### config.mk
export PLATFORM = sky130hd
export DESIGN_NAME = fetch_sequencer
export DESIGN_NICKNAME = d
export VERILOG_FILES = /design/src/rtl/fetch_sequencer.sv
export SDC_FILE = /design/constraint.sdc
export NUM_CORES = 1
export LEC_CHECK = 0
export CAP_MARGIN = 20
export CORE_UTILIZATION = 32
export CTS_CLUSTER_DIAMETER = 150
export DETAILED_ROUTE_END_ITERATION = 10
export GPL_ROUTABILITY_DRIVEN = 0
export PLACE_DENSITY_LB_ADDON = 0.3
export SYNTH_ARGS = -nofsm -noshare
export SYNTH_HDL_FRONTEND = slang
export SYNTH_SLANG_ARGS = --single-unit
export TNS_END_PERCENT = 10
### constraint.sdc
create_clock -name clk -period 14.38 [get_ports clk]
set_input_delay 2.876 -clock clk [delete_from_list [all_inputs] [get_ports clk]]
set_output_delay 2.876 -clock clk [all_outputs]
set_load 0.01 [all_outputs]
### src/rtl/fetch_sequencer.sv
// Byte-serial instruction fetch: reads one byte per cycle, assembles big-endian
// 32-bit words and queues them with their PC in a small prefetch FIFO.
module fetch_sequencer #(
    parameter int          MEM_ADDR_BITS = 16,
    parameter int          FIFO_DEPTH    = 4,
    parameter logic [31:0] RESET_PC      = 32'h0000_0000
) (
    input  logic        clk,
    input  logic        rst,
    input  logic        redirect_valid,
    input  logic [31:0] redirect_pc,
    output logic [31:0] mem_addr,
    output logic        mem_rd,
    input  logic [7:0]  mem_rdata,
    output logic        inst_valid,
    input  logic        inst_ready,
    output logic [31:0] inst_out,
    output logic [31:0] inst_pc,
    output logic        fetch_fault,
    output logic        fsm_state
);

    localparam int             PW       = $clog2(FIFO_DEPTH);
    localparam logic [PW:0]    CNT_FULL = (PW + 1)'(FIFO_DEPTH);
    localparam logic [PW:0]    CNT_ONE  = 1;
    localparam logic [PW-1:0]  PTR_ONE  = 1;

    typedef enum logic {FETCH = 1'b0, FAULT = 1'b1} state_t;

    state_t      state, state_nx;
    logic [29:0] fetch_word, fetch_word_nx;
    logic [1:0]  byte_cnt, byte_cnt_nx;
    logic [23:0] asm_q;
    logic [31:0] fifo_inst [FIFO_DEPTH];
    logic [31:0] fifo_pc   [FIFO_DEPTH];
    logic [PW-1:0] wr_ptr, rd_ptr;
    logic [PW:0]   count;
    logic rd_en, push, pop, out_of_range, has_room;
    logic unused_bits;

    assign unused_bits = ^redirect_pc[1:0];

    // Handshake: a word transfers on any cycle with inst_valid & inst_ready;
    // while inst_valid is high and inst_ready low the head entry holds still.
    // A redirect masks inst_valid so a flushed entry can never be consumed.
    assign inst_valid   = (count != '0) && !redirect_valid;
    assign pop          = inst_valid && inst_ready;
    assign inst_out     = fifo_inst[rd_ptr];
    assign inst_pc      = fifo_pc[rd_ptr];
    assign has_room     = count < CNT_FULL;
    assign out_of_range = |({fetch_word, 2'b00} >> MEM_ADDR_BITS);
    assign mem_addr     = {fetch_word, byte_cnt};
    assign mem_rd       = rd_en && !rst;
    assign fetch_fault  = (state == FAULT) && (count == '0);
    assign fsm_state    = state;

    always_comb begin
        state_nx      = state;
        fetch_word_nx = fetch_word;
        byte_cnt_nx   = byte_cnt;
        rd_en         = 1'b0;
        push          = 1'b0;
        if (state == FETCH) begin
            // A started word always finishes: its slot was reserved at byte 0.
            if (byte_cnt != 2'd0)
                rd_en = 1'b1;
            else if (out_of_range)
                state_nx = FAULT;
            else if (has_room || pop)
                rd_en = 1'b1;
            if (rd_en) begin
                byte_cnt_nx = byte_cnt + 2'd1;
                if (byte_cnt == 2'd3) begin
                    push          = 1'b1;
                    fetch_word_nx = fetch_word + 30'd1;
                end
            end
        end
        if (redirect_valid) begin
            state_nx      = FETCH;
            fetch_word_nx = redirect_pc[31:2];
            byte_cnt_nx   = 2'd0;
            push          = 1'b0;
        end
    end

    always_ff @(posedge clk or posedge rst) begin
        if (rst) begin
            state      <= FETCH;
            fetch_word <= RESET_PC[31:2];
            byte_cnt   <= 2'd0;
            asm_q      <= '0;
        end else begin
            state      <= state_nx;
            fetch_word <= fetch_word_nx;
            byte_cnt   <= byte_cnt_nx;
            if (rd_en && !redirect_valid) begin
                case (byte_cnt)
                    2'd0:    asm_q[23:16] <= mem_rdata;
                    2'd1:    asm_q[15:8]  <= mem_rdata;
                    2'd2:    asm_q[7:0]   <= mem_rdata;
                    default: ;
                endcase
            end
        end
    end

    always_ff @(posedge clk or posedge rst) begin
        if (rst) begin
            wr_ptr <= '0;
            rd_ptr <= '0;
            count  <= '0;
            for (int i = 0; i < FIFO_DEPTH; i++) begin
                fifo_inst[i] <= '0;
                fifo_pc[i]   <= '0;
            end
        end else if (redirect_valid) begin
            wr_ptr <= '0;
            rd_ptr <= '0;
            count  <= '0;
        end else begin
            if (push) begin
                fifo_inst[wr_ptr] <= {asm_q, mem_rdata};
                fifo_pc[wr_ptr]   <= {fetch_word, 2'b00};
                wr_ptr            <= wr_ptr + PTR_ONE;
            end
            if (pop)
                rd_ptr <= rd_ptr + PTR_ONE;
            case ({push, pop})
                2'b10:   count <= count + CNT_ONE;
                2'b01:   count <= count - CNT_ONE;
                default: ;
            endcase
        end
    end

endmodule

==> results.sh, run 1 <==
# physical design summary
export IMPL_critical_path_arrival_ns=4.77
export IMPL_hpwl_mm=21.1
export IMPL_cp_endpoint="mem_rd"
export IMPL_hp_class="reg -> reg"
export IMPL_largest_reg_flops=128
export IMPL_min_from="fifo_inst[40]"
export IMPL_tool_warnings=35
export IMPL_synthDistinctLibCells=52
export IMPL_met2_length_mm=16.3
export IMPL_htree_levels=2
export IMPL_start_kind="input port"
export IMPL_flop_count=312
export IMPL_grt_pass1_wl_mm=55.3
export IMPL_cts_setup_buffers=0
export IMPL_r2r_start="byte_cnt[1]"
export IMPL_clk_pin_slew_ns=0.05
export IMPL_cts_tree="built"
export IMPL_syn_area_mm2=0.0142
export IMPL_worstSetupPathType="in -> out"
export IMPL_stdcell_area_mm2=0.0174
export IMPL_inverters=15
export IMPL_fill_cells=4142
export IMPL_max_cap_violations=0
export IMPL_synth_edff_count=0
export IMPL_fin_nets=1141
export IMPL_regToRegEndpoint="fifo_inst[40]"
export IMPL_cp_required_ns=11.50
export IMPL_portBuffers=139
export IMPL_ys_cells=973
export IMPL_r2r_setup_slack_ns=11.03
export IMPL_ys_sh_aoi_pct=3.55
export IMPL_clock_sinks=312
export IMPL_nMultiInputCombCells=568
export IMPL_cts_made_buffers=37
export IMPL_cp_top_family="buffers and inverters"
export IMPL_cts_root_buffer="clkbuf_16"
export IMPL_path_depth=5
export IMPL_top_register="fifo_inst"
export IMPL_clkbuf_count=58
export IMPL_min_to="fifo_inst[40]"
export IMPL_placed_area_mm2=0.0161
export IMPL_crit_path_max_incr_delay_ns=0.63
export IMPL_mux_area_share_pct=31.6
export IMPL_synthArstFlopShare_pct=100
export IMPL_fmax_ghz=0.131
export IMPL_sh_seq_area_pct=45.0
export IMPL_yosysWarnings=0
export IMPL_drc=0
export IMPL_dominant_cells="sequential cells"
export IMPL_path_max_fanout=42
export IMPL_p_per_area_mw_per_mm2=113
export IMPL_cp_common_cell="clkdlybuf4s50_1"
export IMPL_slew_limit_headroom_pct=32.5
export IMPL_buf_share_pct=8.73
export IMPL_reg2reg_depth=5
export IMPL_endpoint_kind="output port"
export IMPL_final_cells=1697
export IMPL_max_slew_worst_pin_slew_ns=1.01
export IMPL_antenna_found_initial=1
export IMPL_wl_met3_mm=1.99
export IMPL_postCtsResizedCells=0
export IMPL_dp_slack_ns=6.73
export IMPL_drv_slew=0
export IMPL_grt_remaining_overflow=0
export IMPL_ys_ff=312
export IMPL_crit_start="rst"
export IMPL_status="complete, no violations"
export IMPL_chipArea_mm2=0.0452
export IMPL_power_mw=1.95
export IMPL_hold_viol=0
export IMPL_fp_util_pct=32.7
export IMPL_via_per_inst=5.08
export IMPL_comb_share_pct=34.5
export IMPL_lay_top_count="dfrtp_1"
export IMPL_final_cell_mix="dfrtp_1, mux2_2, clkdlybuf4s50_1"
export IMPL_setup_viol=0
export IMPL_diodes=0
export IMPL_logic_family="multiplexers"
export IMPL_clk_share_pct=7.17
export IMPL_reg_top3="fifo_inst (128), fifo_pc (120), fetch_word (30)"
export IMPL_pin_count=144
export IMPL_crit_buf_inv=3
export IMPL_simple_gate_area_share_pct=5.31
export IMPL_flop_area_mm2=0.00782
export IMPL_yosys_stat_seqShare_pct=55.0
export IMPL_grt_max_degree=84
export IMPL_layout_drive_gt1_share_pct=35.9
export IMPL_synthXorXnorAreaFrac_pct=0.617
export IMPL_placed_cells_incl_taps=1630
export IMPL_drt_iter0_markers=477
export IMPL_comb_area_mm2=0.00599
export IMPL_cpMaxStageDelayCell="clkdlybuf4s50_1"
export IMPL_yosys_most_used_dff="dfrtp_1"
export IMPL_synth_chip_area_mm2=0.0142
export IMPL_rows=76
export IMPL_path_cells="clkdlybuf4s50_1 -> inv_8 -> o21ai_0 -> nor3_1 -> clkdlybuf4s50_1"
export IMPL_n_all_buffers=152
export IMPL_first_global_vias=9000
export IMPL_syn_inst=973
export IMPL_first_pass_iters=5
export IMPL_core_mm2=0.0434
export IMPL_antenna_left=0
export IMPL_clockBufferDepth=3
export IMPL_avgSynthCellArea_um2=14.6
## run 1: cell usage after synthesis, types with 8 or more instances
master	number	area (um^2)
a221o_1	10	100
clkbuf_1	32	120
nand3_1	20	100
or3_1	9	56.3
inv_1	15	56.3
nor3_1	16	80.1
nand4_1	9	56.3
buf_2	33	165
nor2_1	21	78.8
mux2_2	248	2790
mux2_1	24	270
mux4_2	62	1400
ha_1	10	125
buf_1	12	45.0
o21ai_1	12	60.1
and3_1	8	50.1
dfrtp_1	312	7810
a21oi_1	8	40.0
nand2_1	32	120
## run 1: where the power goes
part / internal (mW) / switching (mW) / total [mW] / leakage (nW)
Combinational: 0.0411 / 0.0462 / 0.0873 / 2.92
Clock: 0.576 / 0.366 / 0.942 / 0.611
Sequential: 0.893 / 0.0333 / 0.926 / 4.29
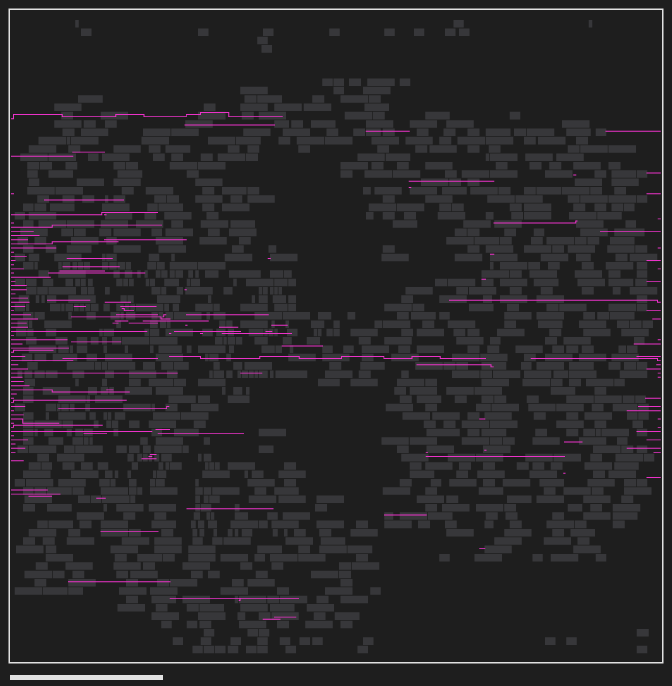
*Signal wires on met3, run 1*
The bar under the picture is 50 um long.
longest straight run	67.9 um
wire length on this layer	1990 um
DRT Wirelength: 35.0 mm
met3 Use GR: 3.68%
DR vias: 8624

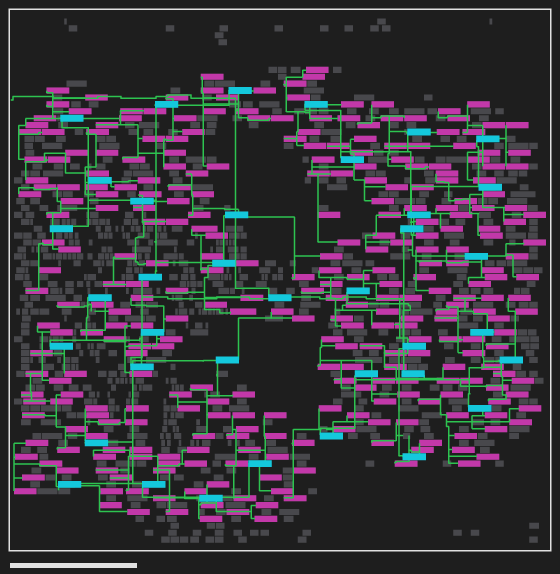
*Clock distribution, run 1*
The bar under the picture is 50 um long.
[magenta] flip-flops | count: 312
[cyan] clock drivers | count: 37
[green] clock wires | length: 4300 um
flops lie	all over the die
routed clock nets	38
clk pwr: 0.942 mW
clock group share of total power: 48.2%
Max Clock Skew: 0.0181 ns
Late-Pin Clk Latency: 0.53 ns

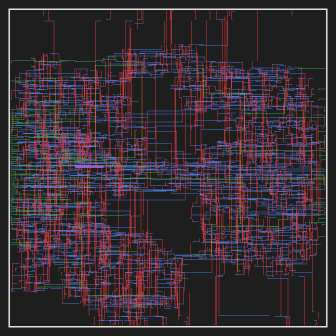
*Wiring by layer, run 1*
colour	layer	wire length
green	metal 3	1990 um
red	metal 2	16300 um
orange	metal 4	485 um
blue	metal 1	16200 um
purple	metal 5	17.5 um
GRT Util Overall: 16.1%
WL/cell: 20.6 um

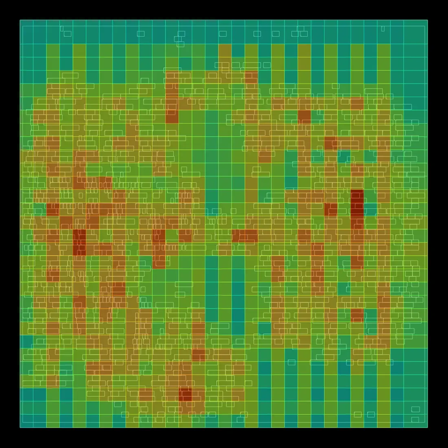
*Congestion heat map, run 1*
most crowded layer after global routing: met2
M2 GR Usage: 25.1%
met1 usage: 22.6%
Finished Core Util: 40.0%

==> run 2, diff against run 1 <==
Clock period 14.38 ns to 7.3 ns, I/O delays scaled along.
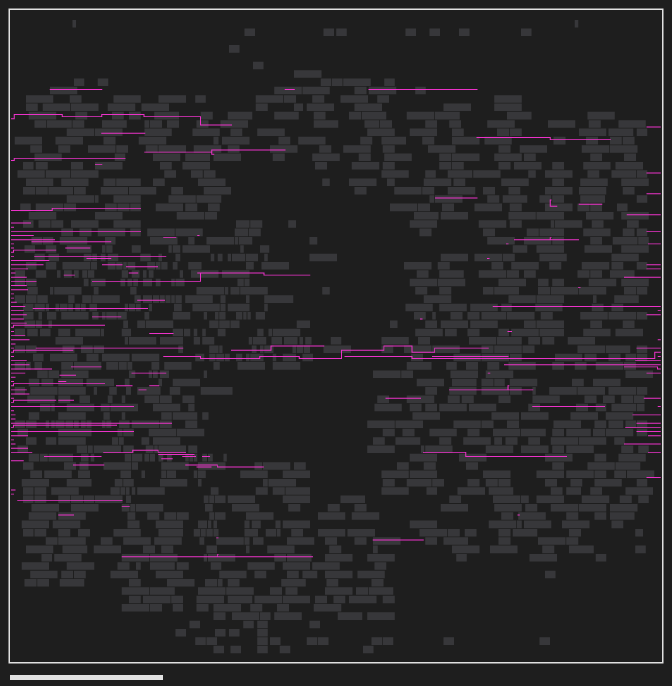
*Signal wires on met3, run 2*
The bar under the picture is 50 um long.
wire length on this layer	2100 um
share of all routed wire	5.9%
DRT Wirelength: 35.5 mm
met3 Use GR: 3.94%

==> run 2 against run 1 <==
Effect of this change:
- power rose by 92%
- critical path type is now reg -> out
- synthesized area did not move
- flip-flop count did not move
- cell area fell by 0.74%
- routed wire length rose by 1.5%
==> results.sh, run 2 <==
# physical design summary
export IMPL_fill_cells=4150
export IMPL_placed_area_mm2=0.0161
export IMPL_portBuffers=139
export IMPL_clock_sinks=312
export IMPL_final_core_util_pct=39.8
export IMPL_hpwl_mm=21.6
export IMPL_clkLatencyLatePin_ns=0.53
export IMPL_fp_util_pct=32.7
export IMPL_pin_count=144
export IMPL_fmax_ghz=0.203
export IMPL_max_cap_violations=0
export IMPL_first_global_vias=9293
export IMPL_slew_limit_headroom_pct=35.0
export IMPL_drc=0
export IMPL_crit_buf_inv=1
export IMPL_grtUsageTotal_pct=16.3
export IMPL_crit_path_max_incr_delay_ns=0.62
export IMPL_chipArea_mm2=0.0452
export IMPL_logic_family="multiplexers"
export IMPL_cts_tree="built"
export IMPL_stdcell_area_mm2=0.0172
export IMPL_synth_edff_count=0
export IMPL_comb_area_mm2=0.00600
export IMPL_drt_iter0_markers=460
export IMPL_path_max_fanout=16
export IMPL_clockBufferDepth=3
export IMPL_syn_inst=973
export IMPL_cp_required_ns=5.84
export IMPL_wl_met1_mm=16.2
export IMPL_yosys_stat_seqShare_pct=55.0
export IMPL_leakage_nw=7.76
export IMPL_synthXorXnorAreaFrac_pct=0.617
export IMPL_fin_crit_sh_pct=67.5
export IMPL_area_delta_synth_final_pct=21.4
export IMPL_synthDistinctLibCells=52
export IMPL_top_register="fifo_inst"
export IMPL_inverters=15
export IMPL_comb_share_pct=34.8
export IMPL_yosysWarnings=0
export IMPL_dieHeight_um=213
export IMPL_cts_root_buffer="clkbuf_16"
export IMPL_rsz0062_at_grt="false"
export IMPL_worstSetupPathType="reg -> out"
export IMPL_hp_class="reg -> reg"
export IMPL_p_per_area_mw_per_mm2=218
export IMPL_grt_max_degree=76
export IMPL_tap_cells=585
export IMPL_cts_made_buffers=36
export IMPL_postCtsResizedCells=0
export IMPL_n_all_buffers=152
export IMPL_clk_share_pct=6.64
export IMPL_whs_ns=0.500
export IMPL_cpMaxStageDelayCell="nor4_1"
export IMPL_grt_pass1_wl_mm=56.2
export IMPL_adder_share_pct=1.02
export IMPL_status="complete, no violations"
export IMPL_yosys_top_cells_count="dfrtp_1, mux2_2, mux4_2"
export IMPL_simple_gate_area_share_pct=5.31
export IMPL_htree_levels=2
export IMPL_endpoint_kind="output port"
export IMPL_yosys_most_used_dff="dfrtp_1"
export IMPL_nMultiInputCombCells=568
export IMPL_hold_viol=0
export IMPL_layout_drive_gt1_share_pct=35.9
export IMPL_placed_cells_incl_taps=1632
export IMPL_setup_viol=0
export IMPL_path_cells="nor4_1 -> a41oi_2 -> nor3_1 -> clkdlybuf4s50_1"
export IMPL_ys_sh_aoi_pct=3.55
export IMPL_antenna_left=0
export IMPL_grtUsageMet1_pct=22.4
export IMPL_synth_chip_area_mm2=0.0142
export IMPL_ys_cells=973
export IMPL_first_pass_iters=4
export IMPL_top_cells_by_area="dfrtp_1, mux2_2, mux4_2"
export IMPL_avgSynthCellArea_um2=14.6
export IMPL_setup_ws_ns=2.38
export IMPL_diodes=0
export IMPL_power_mw=3.75
export IMPL_buf_share_pct=8.61
export IMPL_synth_top_cell_by_area="dfrtp_1"
export IMPL_lay_top_count="dfrtp_1"
export IMPL_wl_met3_mm=2.10
export IMPL_mux_area_share_pct=31.6
export IMPL_largest_reg_flops=128
export IMPL_synth_most_common_cell="dfrtp_1"
export IMPL_cts_hold_buf=0
export IMPL_syn_area_mm2=0.0142
export IMPL_vdd_ir_drop_max_mv=0.137
export IMPL_fp_dieW_um=213
export IMPL_highest_layer="met5"
export IMPL_clkbuf_count=50
export IMPL_timing_setup_tns_ns=0
export IMPL_via_per_inst=5.07
export IMPL_ys_ff=312
export IMPL_dominant_cells="sequential cells"
export IMPL_met2_length_mm=16.7
export IMPL_reg_top3="fifo_inst (128), fifo_pc (120), fetch_word (30)"
export IMPL_synthArstFlopShare_pct=100
export IMPL_cp_top_family="simple AND/OR/NAND/NOR gates"
export IMPL_flop_count=312
export IMPL_critical_path_arrival_ns=3.46
export IMPL_flop_area_mm2=0.00781
export IMPL_grtUsageMet2_pct=26.1
export IMPL_top_cell_area_share_pct=55.0
export IMPL_grt_busiest_layer="met2"
export IMPL_period_needed_ns=4.92
export IMPL_core_mm2=0.0434
export IMPL_final_cells=1695
export IMPL_grt_remaining_overflow=0
export IMPL_routedWlPerCell_um=20.9
export IMPL_fin_nets=1140
export IMPL_dp_slack_ns=2.68
export IMPL_start_kind="register"
export IMPL_sh_seq_area_pct=45.3
export IMPL_tool_warnings=36
export IMPL_final_cell_mix="dfrtp_1, mux2_2, clkdlybuf4s50_1"
export IMPL_clk_pin_slew_ns=0.06
export IMPL_clock_skew_ns=0.0218
export IMPL_drv_slew=0
export IMPL_cts_setup_buffers=0
export IMPL_rows=76
export IMPL_antenna_found_initial=2
export IMPL_max_slew_worst_pin_slew_ns=0.974
export IMPL_vias=8598
run 2: worst paths after layout:
kind                                start        endpoint  slack [ns]  depth (start not counted)
setup / recovery           fetch_word[18]          mem_rd        2.38                          4
hold / removal               fifo_pc[101]    fifo_pc[101]        0.50                          1
setup reg to reg           fetch_word[18]  fetch_word[13]        3.97                          5
hold reg to reg              fifo_pc[101]    fifo_pc[101]        0.50                          1
max in group asynchronous             rst     fifo_pc[82]        3.57                          5
min in group asynchronous             rst   fifo_inst[31]        1.66                          3
run 2: report_power, final:
part	internal (mW)	switching [mW]	total [mW]
Combinational	0.0796	0.0923	0.172
Clock	1.04	0.722	1.76
Sequential	1.76	0.0656	1.82
Power and IR drop assume default switching activity.
